File: src/rtl/led_status_pkg.sv
// Shared types and helpers for the status-LED sequencer.
package led_status_pkg;

    typedef enum logic [1:0] {
        IDLE      = 2'd0,
        PULSE_ON  = 2'd1,
        PULSE_OFF = 2'd2,
        GAP       = 2'd3
    } led_state_e;

    // Width of a counter that runs 0..max_count-1; never narrower than one bit.
    function automatic int cnt_width(input int max_count);
        return (max_count <= 2) ? 1 : $clog2(max_count);
    endfunction

endpackage

File: src/rtl/led_tick_gen.sv
// Prescaler: one-clock tick every TICK_DIV clocks, restartable via clr.
module led_tick_gen
    import led_status_pkg::*;
#(
    parameter int TICK_DIV = 1000000
) (
    input  logic clk,
    input  logic rst,
    input  logic clr,
    output logic tick
);

    localparam int CW = cnt_width(TICK_DIV);
    localparam logic [CW-1:0] LAST = CW'(TICK_DIV - 1);

    logic [CW-1:0] cnt_q;
    logic [CW-1:0] cnt_d;

    assign tick = (cnt_q == LAST);

    always_comb begin
        cnt_d = cnt_q + 1'b1;
        if (clr || tick) begin
            cnt_d = '0;
        end
    end

    always_ff @(posedge clk or posedge rst) begin
        if (rst) begin
            cnt_q <= '0;
        end else begin
            cnt_q <= cnt_d;
        end
    end

endmodule

File: src/rtl/led_status_sequencer.sv
// Shares one status LED between N_REQ requesters: round-robin blink codes,
// heartbeat when idle, and a combinational override for bring-up.
module led_status_sequencer
    import led_status_pkg::*;
#(
    parameter int N_REQ     = 4,
    parameter int TICK_DIV  = 1000000,
    parameter int ON_TICKS  = 20,
    parameter int OFF_TICKS = 20,
    parameter int GAP_TICKS = 100,
    parameter int HB_TICKS  = 50
) (
    input  logic                       clk,
    input  logic                       rst,
    input  logic [N_REQ-1:0]           req,
    input  logic                       override,
    output logic                       led,
    output logic                       busy,
    output logic [$clog2(N_REQ)-1:0]   grant_id,
    output logic [N_REQ-1:0]           done
);

    localparam int IDW    = $clog2(N_REQ);
    localparam int PH_MAX = ((ON_TICKS > OFF_TICKS) ? ON_TICKS : OFF_TICKS) > GAP_TICKS
                          ? ((ON_TICKS > OFF_TICKS) ? ON_TICKS : OFF_TICKS) : GAP_TICKS;
    localparam int PW     = cnt_width(PH_MAX);
    localparam int PLW    = cnt_width(N_REQ + 1);
    localparam int HW     = cnt_width(HB_TICKS);

    localparam logic [PW-1:0]  ON_LAST  = PW'(ON_TICKS - 1);
    localparam logic [PW-1:0]  OFF_LAST = PW'(OFF_TICKS - 1);
    localparam logic [PW-1:0]  GAP_LAST = PW'(GAP_TICKS - 1);
    localparam logic [HW-1:0]  HB_LAST  = HW'(HB_TICKS - 1);
    localparam logic [IDW:0]   WRAP     = (IDW + 1)'(N_REQ);
    localparam logic [IDW-1:0] ID_LAST  = IDW'(N_REQ - 1);

    led_state_e       state_q, state_d;
    logic             pattern_q, pattern_d;
    logic [PW-1:0]    phase_q, phase_d;
    logic [PLW-1:0]   pulses_q, pulses_d;
    logic [HW-1:0]    hb_cnt_q, hb_cnt_d;
    logic [IDW-1:0]   grant_q, grant_d;
    logic [IDW-1:0]   rr_q, rr_d;
    logic [N_REQ-1:0] done_q, done_d;

    logic             tick;
    logic             grant_now;
    logic             req_any;
    logic [IDW-1:0]   win_id;
    logic [IDW:0]     win_sum;
    logic [IDW:0]     win_off;
    logic             found;
    logic [2*N_REQ-1:0] req_rot;

    led_tick_gen #(
        .TICK_DIV(TICK_DIV)
    ) u_tick (
        .clk (clk),
        .rst (rst),
        .clr (grant_now),
        .tick(tick)
    );

    // Rotate requests so bit 0 is rr_q, then take the first set bit.
    always_comb begin
        req_rot = {req, req} >> rr_q;
        req_any = |req;
        found   = 1'b0;
        win_off = '0;
        for (int k = 0; k < N_REQ; k++) begin
            if (!found && req_rot[k]) begin
                found   = 1'b1;
                win_off = (IDW + 1)'(k);
            end
        end
        win_sum = {1'b0, rr_q} + win_off;
        if (win_sum >= WRAP) begin
            win_sum = win_sum - WRAP;
        end
        win_id = win_sum[IDW-1:0];
    end

    always_comb begin
        state_d   = state_q;
        pattern_d = pattern_q;
        phase_d   = phase_q;
        pulses_d  = pulses_q;
        hb_cnt_d  = hb_cnt_q;
        grant_d   = grant_q;
        rr_d      = rr_q;
        done_d    = '0;
        grant_now = 1'b0;

        unique case (state_q)
            IDLE: begin
                if (req_any) begin
                    grant_now = 1'b1;
                    grant_d   = win_id;
                    pulses_d  = PLW'(win_id) + PLW'(1);
                    rr_d      = (win_id == ID_LAST) ? '0 : win_id + 1'b1;
                    state_d   = PULSE_ON;
                    pattern_d = 1'b1;
                    phase_d   = '0;
                end else if (tick) begin
                    if (hb_cnt_q == HB_LAST) begin
                        hb_cnt_d  = '0;
                        pattern_d = ~pattern_q;
                    end else begin
                        hb_cnt_d = hb_cnt_q + 1'b1;
                    end
                end
            end

            PULSE_ON: begin
                if (tick) begin
                    if (phase_q == ON_LAST) begin
                        phase_d   = '0;
                        state_d   = PULSE_OFF;
                        pattern_d = 1'b0;
                        pulses_d  = pulses_q - 1'b1;
                    end else begin
                        phase_d = phase_q + 1'b1;
                    end
                end
            end

            PULSE_OFF: begin
                if (tick) begin
                    if (phase_q == OFF_LAST) begin
                        phase_d = '0;
                        if (pulses_q != '0) begin
                            state_d   = PULSE_ON;
                            pattern_d = 1'b1;
                        end else begin
                            state_d = GAP;
                        end
                    end else begin
                        phase_d = phase_q + 1'b1;
                    end
                end
            end

            GAP: begin
                if (tick) begin
                    if (phase_q == GAP_LAST) begin
                        // Heartbeat restarts dark on every return to IDLE.
                        phase_d   = '0;
                        state_d   = IDLE;
                        pattern_d = 1'b0;
                        hb_cnt_d  = '0;
                        for (int k = 0; k < N_REQ; k++) begin
                            if (grant_q == IDW'(k)) begin
                                done_d[k] = 1'b1;
                            end
                        end
                    end else begin
                        phase_d = phase_q + 1'b1;
                    end
                end
            end

            default: begin
                state_d = IDLE;
            end
        endcase
    end

    always_ff @(posedge clk or posedge rst) begin
        if (rst) begin
            state_q   <= IDLE;
            pattern_q <= 1'b0;
            phase_q   <= '0;
            pulses_q  <= '0;
            hb_cnt_q  <= '0;
            grant_q   <= '0;
            rr_q      <= '0;
            done_q    <= '0;
        end else begin
            state_q   <= state_d;
            pattern_q <= pattern_d;
            phase_q   <= phase_d;
            pulses_q  <= pulses_d;
            hb_cnt_q  <= hb_cnt_d;
            grant_q   <= grant_d;
            rr_q      <= rr_d;
            done_q    <= done_d;
        end
    end

    assign led      = pattern_q | override;
    assign busy     = (state_q != IDLE);
    assign grant_id = grant_q;
    assign done     = done_q;

endmodule

File: config.mk
export PLATFORM = sky130hd
export DESIGN_NAME = led_status_sequencer
export DESIGN_NICKNAME = d
export VERILOG_FILES = /design/src/rtl/led_status_pkg.sv /design/src/rtl/led_tick_gen.sv /design/src/rtl/led_status_sequencer.sv
export SDC_FILE = /design/constraint.sdc
export NUM_CORES = 1
export LEC_CHECK = 0
export CORE_ASPECT_RATIO = 0.9
export CORE_MARGIN = 2
export CORE_UTILIZATION = 64
export DETAILED_ROUTE_END_ITERATION = 8
export GPL_TIMING_DRIVEN = 0
export PLACE_DENSITY = 0.92
export SYNTH_ARGS = -nofsm -noshare
export SYNTH_HDL_FRONTEND = slang
export SYNTH_SLANG_ARGS = --single-unit
export TNS_END_PERCENT = 5
File: constraint.sdc
create_clock -name clk -period 7.25 [get_ports clk]
set_clock_uncertainty 0.1 [all_clocks]
set_input_delay 0.725 -clock clk [delete_from_list [all_inputs] [get_ports clk]]
set_output_delay 0.725 -clock clk [all_outputs]
set_load 0.02 [all_outputs]
Metal 1:
Scale: 8 px per um. Supply wires on this layer in gray.
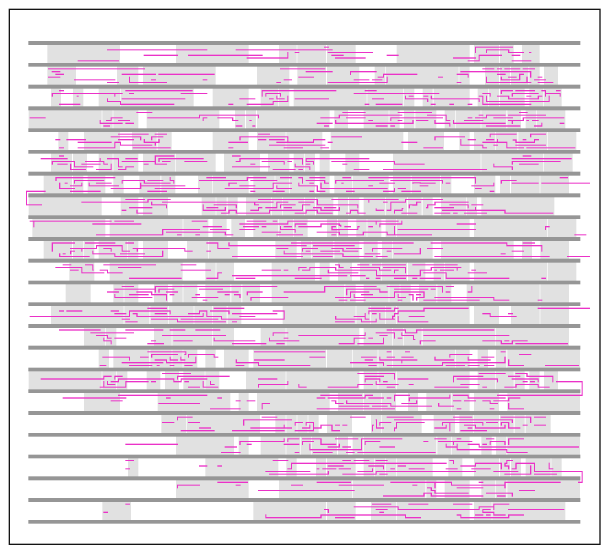
wire length on this layer = 2,630 um
nets with wire on the layer = 311
longest straight run = 19.3 um
main direction = horizontal
share of all routed wire = 47%

M3 wires:
Scale: 4 px per um.
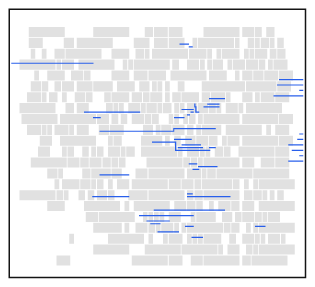
nets with wire on the layer = 36
main direction = horizontal
share of all routed wire = 4.2%
longest straight run = 20.2 um

Register map, names as in the netlist:
Scale: 6 px per um. Other sequential cells in the stronger gray, the rest of the logic in the fainter gray.
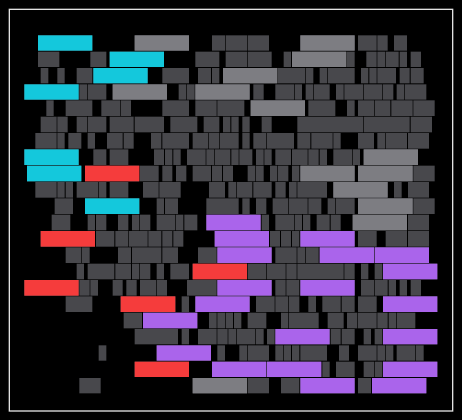
purple -> u_tick.cnt_q  # sequential cells 20
cyan -> phase_q  # sequential cells 7, where upper left
red -> hb_cnt_q  # sequential cells 6
Seq group: 362 uW
Util after Layout: 75.8%
sequential cell area share: 37.6%
FF+latch area: 0.00118 sq mm

==> run summary <==
flow finished, numbers: Critical Path Start=req[3], Logic Gate Count=around 230, OpenROAD warnings=32, CP Max Fanout=6, cell area after synthesis=approximately 0.0028 sq mm, Hold Crit Class=reg -> reg, # clock sinks=~47, Flops=around 47, clock share of power=between 10% and 20%, Top reg by flops=u_tick.cnt_q, CTS Buffer Depth=2, Row Count=22, cells on worst reg2reg path=13, Yosys Chip Area=around 0.0028 sq mm, endpoints failing hold=0, internal power=618 uW, # setup viols final=0, drt via density=between 6 and 7, fmax=~310 MHz, mux frac, synth=approximately 2.2%, WL per Instance=around 15 um, hold path startpoint=grant_id[0]$_DFFE_PP0P_, cycle use final=44.4%, largest net degree at the start of global routing=31, setup bufs post-CTS=0, syn_nets=~320, max reg flops=20, combinational power share=between 40% and 50%, xor/xnor share=about 6.3%, Setup TNS=0 ns, crit start category=input pin, Final Non-Filler Cells=about 370, outcome=finished clean, pre-CTS setup slack=3.71 ns, Non-CTS buffers=22, dominant synthesized flop cell=dfrtp_1, Critical Path RT=approximately 7.4 ns, num ports=15, Final Max Tran Viols=0, via count=approximately 2,400, Final clock-cell share=about 3.7%, GPL Wtd Cong=around 0.85, DRC Markers=0, Yosys cell types=about 58, ao+oa area frac=between 10 and 15%, Cells after Synth=~300, Worst R2R Setup Slack=~4.5 ns, ANT cells=0, Worst VDD drop=0.227 mV, Clk pin slew, worst setup/hold paths=around 0.090 ns, share of layout cells above drive strength 1=under 10%, Placed Area=0.00302 sq mm, Hold Slack=a little over 0.4 ns, Switching Share=approximately two fifths, multi-input logic area=roughly 0.0015 sq mm, Signal inverters=17, CP top delay family=AND-OR/OR-AND gates, Setup CP Type=in -> reg, Leading cell kind=multi-input combinational cells, top comb family, area=simple AND/OR/NAND/NOR gates, Total GRT Usage=between 20 and 25%, initial cell density of the core=~68%, fillers=about 280, Clock H-tree levels=2, setup ws final=slightly above 4 ns, first-pass GRT wire length=~9.4 mm, Avg Inst Size Synth=9.26 sq um, most frequent cell after synthesis=dfrtp_1, CP Buf/Inv Count=2, Top cells by area=dfrtp_1, nor2_1, ha_1, xnor2_1, nand2_1, Slew @ Worst Pin=0.809 ns, Final ANT Viol Nets=0, TritonRoute pass-1 iters=5, I/O Buffers=14, P&R area growth vs syn=12.0%, non-clock buffer share of cell area=a little over 6%, simple share=25.6%, clk root buf=clkbuf_8, Switching Power=425 uW, Clock Power=197 uW, fin area=~0.0031 sq mm, nets@finish=about 340, Worst EP arrival=approximately 3.3 ns, Levels on crit path=13, crit path cell chain=clkdlybuf4s50_1 > inv_1 > o311ai_0 > o21ai_0 > o221ai_1 > ha_1 > xnor2_1 > a21boi_0 > nor2_1 > ha_1 > nor2_1 > a21oi_1 > mux2_2, combinational logic power=between 400 and 500 uW, register bit count reported by yosys=approximately 47, largest area contributor in the netlist=dfrtp_1, Slew headroom=roughly 45%, Worst path max stage delay=0.62 ns, core footprint=slightly above 0.004 sq mm, Synth Warn #=0, Post-synth EDFFs=0, worst setup path end=pulses_q[2]$_DFFE_PP0P_, DIE WIDTH=roughly 74 um, CTS Hold Bufs=0, RSZ-0062 raised after global routing=no, Pwr top=combinational logic, clk_lat worst skew=~0.31 ns, Post-synth top cells=dfrtp_1, nor2_1, nand2_1, inv_1, xnor2_1, ys cells=around 300, PD cells=around 330 mW/mm^2, gr ovfl total=0, max cap viols=0, clock buf count=5, asr flop ratio synth=100%, top flop regs=u_tick.cnt_q (20), phase_q (7), hb_cnt_q (6)
-- cell usage in the layout, fill, tap and decap left out, types with 3 or more instances in the layout --
cell and instances:
nand2_1 26, xor2_1 4, xnor2_1 16, a211o_1 5, ha_1 13, o31ai_1 7
o21ai_0 14, nand3_1 15, and4_1 3, dfrtp_1 47, nor3_1 6, clkbuf_1 3
clkdlybuf4s50_1 14, a32o_1 3, nor3b_1 3, nand2b_1 4, clkbuf_8 5, or2_2 3
nor2_1 45, mux2i_1 4, inv_1 16, buf_2 3, a21oi_1 6, nand4_1 4
nor4_1 6
-- metal layers --
metal  track usage [%]  up-vias  part of all wire (%)
met3              5.75       11                   4.2
met5                 0        -                     0
met1              31.6     1149                    47
li1                  -     1127                     -
met4              9.55        0                   1.6
met2              41.0       71                    48
No activity file was given, so power comes from the tool's default toggle rates.
